Design fifo_sync_prog, sky130hd; sources not shown.
Figure 1. The clock network.
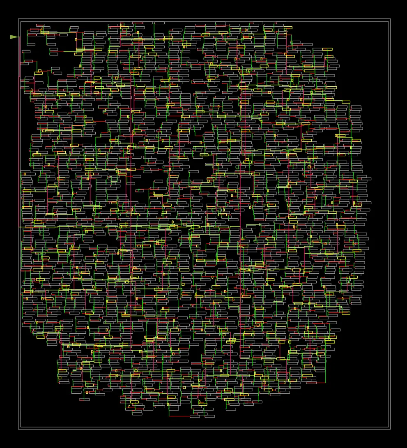
TritonCTS Buffers: 223
Clk power: 9.12 mW

Figure 2. Where the registers sit.
(1 px per um) Other sequential cells in the stronger grey, the rest of the logic in the fainter grey.
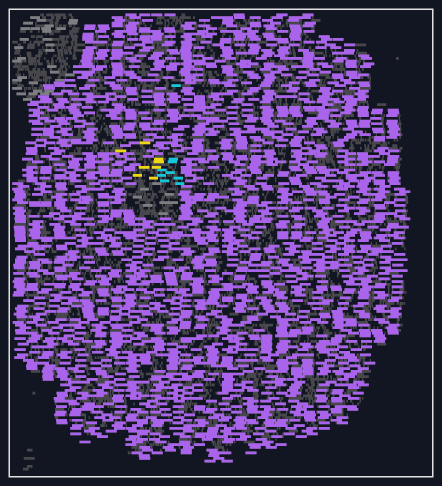
| colour | name in the netlist | sequential cells |
|---|---|---|
| purple | `mem_r` | 2304 |
| cyan | `q_int_s` | 9 |
| yellow | `rd_ptr_r` | 8 |
Seq. pwr: 12.4 mW
area occupied by registers: 0.0706 mm2
flop share of the area: 67.6%
post-layout util: 54.4%

Figure 3. M3 wires.
(1 px per um)
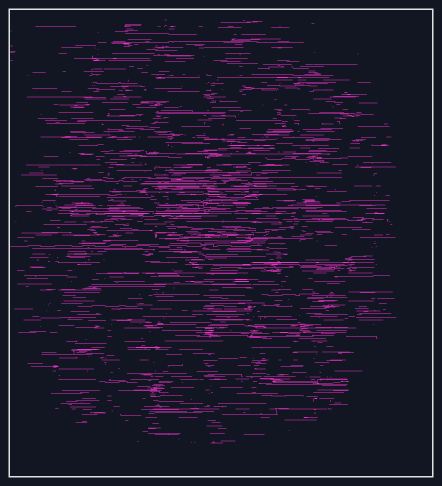
nets with wire on the layer: 650
longest straight run: 159 um
main direction: horizontal
share of all routed wire: 9.1%
wire length on this layer: 24.6 mm
met3 usage: 4.61%
via count: 61757
WL final: 271 mm

==> run_results.csv <==
group,metric,value,unit
outcome,status,"completed",
pwr,finalPower,32.5,mW
pwr,power_leader,"sequential cells",
die,design.die.area,0.197,mm2
pwr,clockPowerShare,28.1,%
pwr,p_leak,33.6,nW
worst_setup_path,slowest_delay,1.15,ns
final_layout,nNonClkInverters,122,
placement,portBuffers,38,
route,routed.top_layer,"met5",
yosys,xor_share,0.255,%
final_layout,drive_gt1_share,5.98,%
sta,rsz0062_at_grt,"false",
route,drt_drc_violations_left,0,
sta,fmax,0.205,GHz
final_layout,fillers,15880,
clocking,htreeDepth,4,
sta,hold_slack,0.282,ns
yosys,edf_count,2304,
global_routing,grt_pass1_wl,394,mm
placement,place_inst,9826,
sta,period_used_share,53.6,%
worst_setup_path,cp.arrival,3.32,ns
die,io-pin-count,39,
clocking,holdBufCountCts,0,
pwr,swShare,38.8,%
yosys,ys_chip_area,0.0956,mm2
global_routing,grt_max_degree,238,
worst_setup_path,worstSetupStartpointType,"input pin",
clocking,clk_pin_slew,0.06,ns
worst_setup_path,cp-end-kind,"primary output",
sta,fin_crit,4.88,ns
final_layout,buffers,120,
sta,worst_pin_slew,1.20,ns
final_layout,fin_area,0.104,mm2
sta,drv_slew,0,
final_layout,layout.comb_gates.multi_input,4658,
Power and IR drop assume default switching activity.
